**src/rtl/dct_mac_unit_p.sv**
```systemverilog
// Pipelined signed multiply-accumulate for one DCT output term: TAPS products are summed,
// then rounded half-up, arithmetically shifted and saturated, with ready/valid on both sides.
module dct_mac_unit_p #(
    parameter int DATA_W     = 8,
    parameter int COEF_W     = 12,
    parameter int TAPS       = 8,
    parameter int ACC_W      = 24,
    parameter int FRAC_SHIFT = 10,
    parameter int OUT_W      = 12,
    localparam int CNT_W     = $clog2(TAPS)
) (
    input  logic              clk,
    input  logic              rst,
    input  logic              clr,
    input  logic              in_valid,
    output logic              in_ready,
    input  logic [DATA_W-1:0] din,
    input  logic [COEF_W-1:0] coef,
    output logic              out_valid,
    input  logic              out_ready,
    output logic [OUT_W-1:0]  dout,
    output logic              dout_sat,
    output logic [CNT_W-1:0]  tap_cnt
);

    localparam int PROD_W = DATA_W + COEF_W;
    localparam int RND_W  = ACC_W + 1;
    localparam int RND_POS = (FRAC_SHIFT > 0) ? FRAC_SHIFT - 1 : 0;

    localparam logic [CNT_W-1:0] LAST_TAP = CNT_W'(TAPS - 1);

    // Half an output LSB; zero when no fractional bits are dropped.
    localparam logic signed [RND_W-1:0] RND_HALF =
        (FRAC_SHIFT > 0) ? (RND_W'(1) << RND_POS) : '0;
    localparam logic signed [RND_W-1:0] OUT_MAX = RND_W'((longint'(1) << (OUT_W - 1)) - 1);
    localparam logic signed [RND_W-1:0] OUT_MIN = ~OUT_MAX;

    logic stall;
    logic accept;

    logic signed [PROD_W-1:0] din_x;
    logic signed [PROD_W-1:0] coef_x;
    logic signed [PROD_W-1:0] prod;

    logic                     s1_valid_q;
    logic                     s1_last_q;
    logic signed [PROD_W-1:0] s1_prod_q;

    logic signed [ACC_W-1:0]  acc_q;
    logic signed [ACC_W-1:0]  sum;
    logic                     s2_done;

    logic                     fin_valid_q;
    logic signed [ACC_W-1:0]  fin_sum_q;

    logic signed [RND_W-1:0]  rnd;
    logic signed [RND_W-1:0]  r;
    logic [OUT_W-1:0]         r_out;
    logic                     r_clamp;

    always_comb begin
        stall    = out_valid & ~out_ready;
        in_ready = ~rst & ~clr & ~stall;
        accept   = in_valid & in_ready;

        din_x  = PROD_W'($signed(din));
        coef_x = PROD_W'($signed(coef));
        prod   = din_x * coef_x;

        sum     = acc_q + ACC_W'(s1_prod_q);
        // A block is complete only if it was not aborted at this edge.
        s2_done = s1_valid_q & s1_last_q & ~clr;
    end

    always_comb begin
        rnd     = RND_W'(fin_sum_q) + RND_HALF;
        r       = rnd >>> FRAC_SHIFT;
        r_out   = r[OUT_W-1:0];
        r_clamp = 1'b0;
        if (r > OUT_MAX) begin
            r_out   = OUT_MAX[OUT_W-1:0];
            r_clamp = 1'b1;
        end else if (r < OUT_MIN) begin
            r_out   = OUT_MIN[OUT_W-1:0];
            r_clamp = 1'b1;
        end
    end

    // S1: product register and tap counter.
    always_ff @(posedge clk) begin
        if (rst) begin
            s1_valid_q <= 1'b0;
            s1_last_q  <= 1'b0;
            s1_prod_q  <= '0;
            tap_cnt    <= '0;
        end else if (clr) begin
            s1_valid_q <= 1'b0;
            tap_cnt    <= '0;
        end else if (!stall) begin
            s1_valid_q <= accept;
            if (accept) begin
                s1_prod_q <= prod;
                s1_last_q <= (tap_cnt == LAST_TAP);
                tap_cnt   <= (tap_cnt == LAST_TAP) ? '0 : tap_cnt + CNT_W'(1);
            end
        end
    end

    // S2: accumulator; the completed sum is handed to the rounding register.
    always_ff @(posedge clk) begin
        if (rst) begin
            acc_q       <= '0;
            fin_valid_q <= 1'b0;
            fin_sum_q   <= '0;
        end else begin
            if (clr) begin
                acc_q <= '0;
            end else if (!stall && s1_valid_q) begin
                acc_q <= s1_last_q ? '0 : sum;
            end
            if (!stall) begin
                fin_valid_q <= s2_done;
                if (s2_done) begin
                    fin_sum_q <= sum;
                end
            end
        end
    end

    // Output register: with no stall the slot is free (empty or being consumed this edge).
    always_ff @(posedge clk) begin
        if (rst) begin
            out_valid <= 1'b0;
            dout      <= '0;
            dout_sat  <= 1'b0;
        end else if (!stall) begin
            out_valid <= fin_valid_q;
            if (fin_valid_q) begin
                dout     <= r_out;
                dout_sat <= r_clamp;
            end
        end
    end

endmodule

```
**config.mk**
```make
export PLATFORM = sky130hd
export DESIGN_NAME = dct_mac_unit_p
export DESIGN_NICKNAME = d
export VERILOG_FILES = /design/src/rtl/dct_mac_unit_p.sv
export SDC_FILE = /design/constraint.sdc
export NUM_CORES = 1
export LEC_CHECK = 0
export CAP_MARGIN = 40
export CELL_PAD_IN_SITES_DETAIL_PLACEMENT = 1
export CELL_PAD_IN_SITES_GLOBAL_PLACEMENT = 1
export CORE_MARGIN = 2
export CORE_UTILIZATION = 40
export DETAILED_ROUTE_END_ITERATION = 7
export GPL_TIMING_DRIVEN = 0
export PLACE_DENSITY = 0.73
export SETUP_SLACK_MARGIN = 0.4
export SLEW_MARGIN = 25
export SYNTH_ARGS = -nofsm -noshare
export SYNTH_HDL_FRONTEND = slang
export SYNTH_SLANG_ARGS = --single-unit
```
**constraint.sdc**
```tcl
create_clock -name clk -period 8.4 [get_ports clk]
set_input_delay 1.68 -clock clk [delete_from_list [all_inputs] [get_ports clk]]
set_output_delay 1.68 -clock clk [all_outputs]
set_load 0.01 [all_outputs]
```
==> Changelog: implementation <==
## Implementation

* Status: finished, final reports clean
* Non-clock buffer share of cell area at 6.38%
* Mapped cell area at 7790 µm²
* Clock slew at reported path FFs at 0.06 ns
* # port buffers at 42
* Area delta synth->final at 13.8%
* HPWL after DPL at 16900 µm
* Kind of critical path: in -> reg
* Synth Flop Type: dfxtp_1
* Final #Nets at 1152
* Seq area share at 17.8%
* Root buf cell: clkbuf_16
* Max_slew headroom at 56.2%
* Comb/total area at 63.4%
* Placed instance count at 1238
* DR vias at 6592
* Filler cell count at 2366
* Yosys chip area at 7790 µm²
* Initial DRT Pass Iterations at 4
* Static Leak at 3.85 nW
* Insertion Delay late pin at 0.35 ns
* Post-synth seq share at 20.3%
* Drt drc at 0
* Vias in the first global route at 6957
* Gate Area at 5620 µm²
* Mi-comb count at 696
* Seq cells post-synth at 79
* Post-cts sizing count at 0
* H-tree Lvls at 3
* Clock buffer depth at 2
* Flip-flops with a built-in enable at 0
* Maxcap violations at 0
* # Cells Yosys at 930
* Yosys warns at 0
* Area share, top type at 20.6%
* Top power group: combinational cells
* Largest net degree at the start of global routing at 15
* Clk tree area frac at 3.57%
* CP required at 8.63 ns
* Grt total ovfl at 0
* Power Internal at 1.11 mW
* AND-OR/OR-AND Cells, Area Fraction at 15.9%
* Setup Viol. Count Final at 0
* Signal buffers at 78
* XOR/XNOR Area Share at 5.29%
* Antenna viol nets, final at 0
* Synth Area per Inst at 8.37 µm²
* Initial antenna violation count at 0
* Clock Power Share at 21.7%
* Cell Type Count at 65
* Most instantiated logic cells after routing: inv_1, nand2_1, fa_1
* TritonCTS clock tree: done
* WL final at 21000 µm
* Comb pwr at 1.09 mW
* Area-dominant class: logic gates
* Final hold vios at 0
* Peak VDD IR at 0.000108 V
* Post-Syn Nets at 1098
* Sw power at 813 µW
* Flop count at 79
* Post-Synth Simple-Gate Area at 20.1%
* MUX area fraction at 0.145%
* Tmin final at 7.00 ns
* Slew Viols, Final at 0
* Biggest area consumer among synthesized cells: fa_1
* CP Capture Type: register
* Chip area at 20600 µm²
* Yosys adder share at 30.7%
* Inverters at 120
## per-layer routing
layer  share of wire (%)  GRT usage [%]  vias to the layer above
li1                    -              -                     3201
met4                 2.0           5.73                        0
met5                   0              0                        -
met2                  50           38.8                       93
met1                  45           28.2                     3273
met3                 2.9           3.03                       25
## state kept, by name, summed over array words and instances, names as in the netlist
register	flops
dout_sat	1
fin_valid_q	1
s1_valid_q	1
s1_prod_q	20
out_valid	1
acc_q	24
s1_last_q	1
tap_cnt	3
dout	12
fin_sum_q	15
## through the flow
| step | area (µm²) | total power [mW] | worst slack, ns | util, % |
|---|---|---|---|---|
| after floorplan | 7790 | 1.25 | 2.35 | - |
| after CTS | 8860 | 1.96 | 1.39 | 46.0 |
| final | 8860 | 1.92 | 1.40 | 46.0 |
| after global placement | 8540 | 1.50 | 1.05 | 44.3 |
| after global routing | 8860 | 2.13 | 1.08 | 46.0 |
| after detailed placement | 8550 | 1.53 | 1.03 | 44.3 |
## critical path, stage by stage
cell and delay [ns]:
clkdlybuf4s50_1 0.51, clkbuf_1 0.53, nand2_1 0.18, fa_1 0.52, fa_1 0.49, inv_1 0.06
fa_1 0.53, inv_1 0.05, fa_1 0.53, inv_1 0.04, ha_1 0.22, nor3_1 0.22
o21ai_0 0.22, a31oi_1 0.32, o31ai_1 0.15, a21o_1 0.20, a21o_1 0.20, a21oi_1 0.21
mux2_2 0.36
## worst paths after layout
| check | startpoint | endpoint | slack, ns | cells after the start |
|---|---|---|---|---|
| hold reg to reg | acc_q[21] | acc_q[21] | 0.46 | 2 |
| setup / recovery | din[4] | s1_prod_q[19] | 1.40 | 19 |
| hold / removal | acc_q[21] | acc_q[21] | 0.46 | 2 |
| setup reg to reg | s1_prod_q[0] | fin_sum_q[16] | 5.43 | 10 |
clock_nets.png
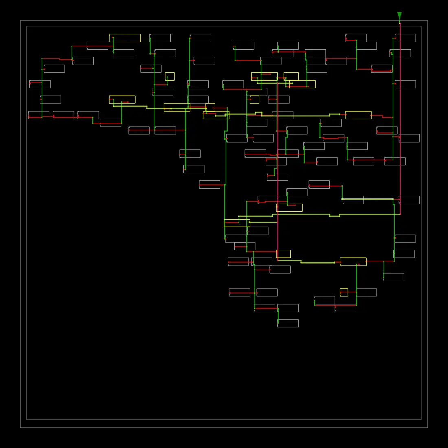
Sink Count: 79
P_clk: 418 µW

m3.png
Cells faint in the background.
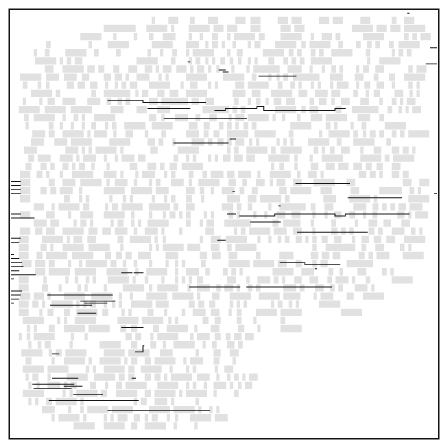
nets with wire on the layer	45
wire length on this layer	620 µm

No activity file was given, so power comes from the tool's default toggle rates.
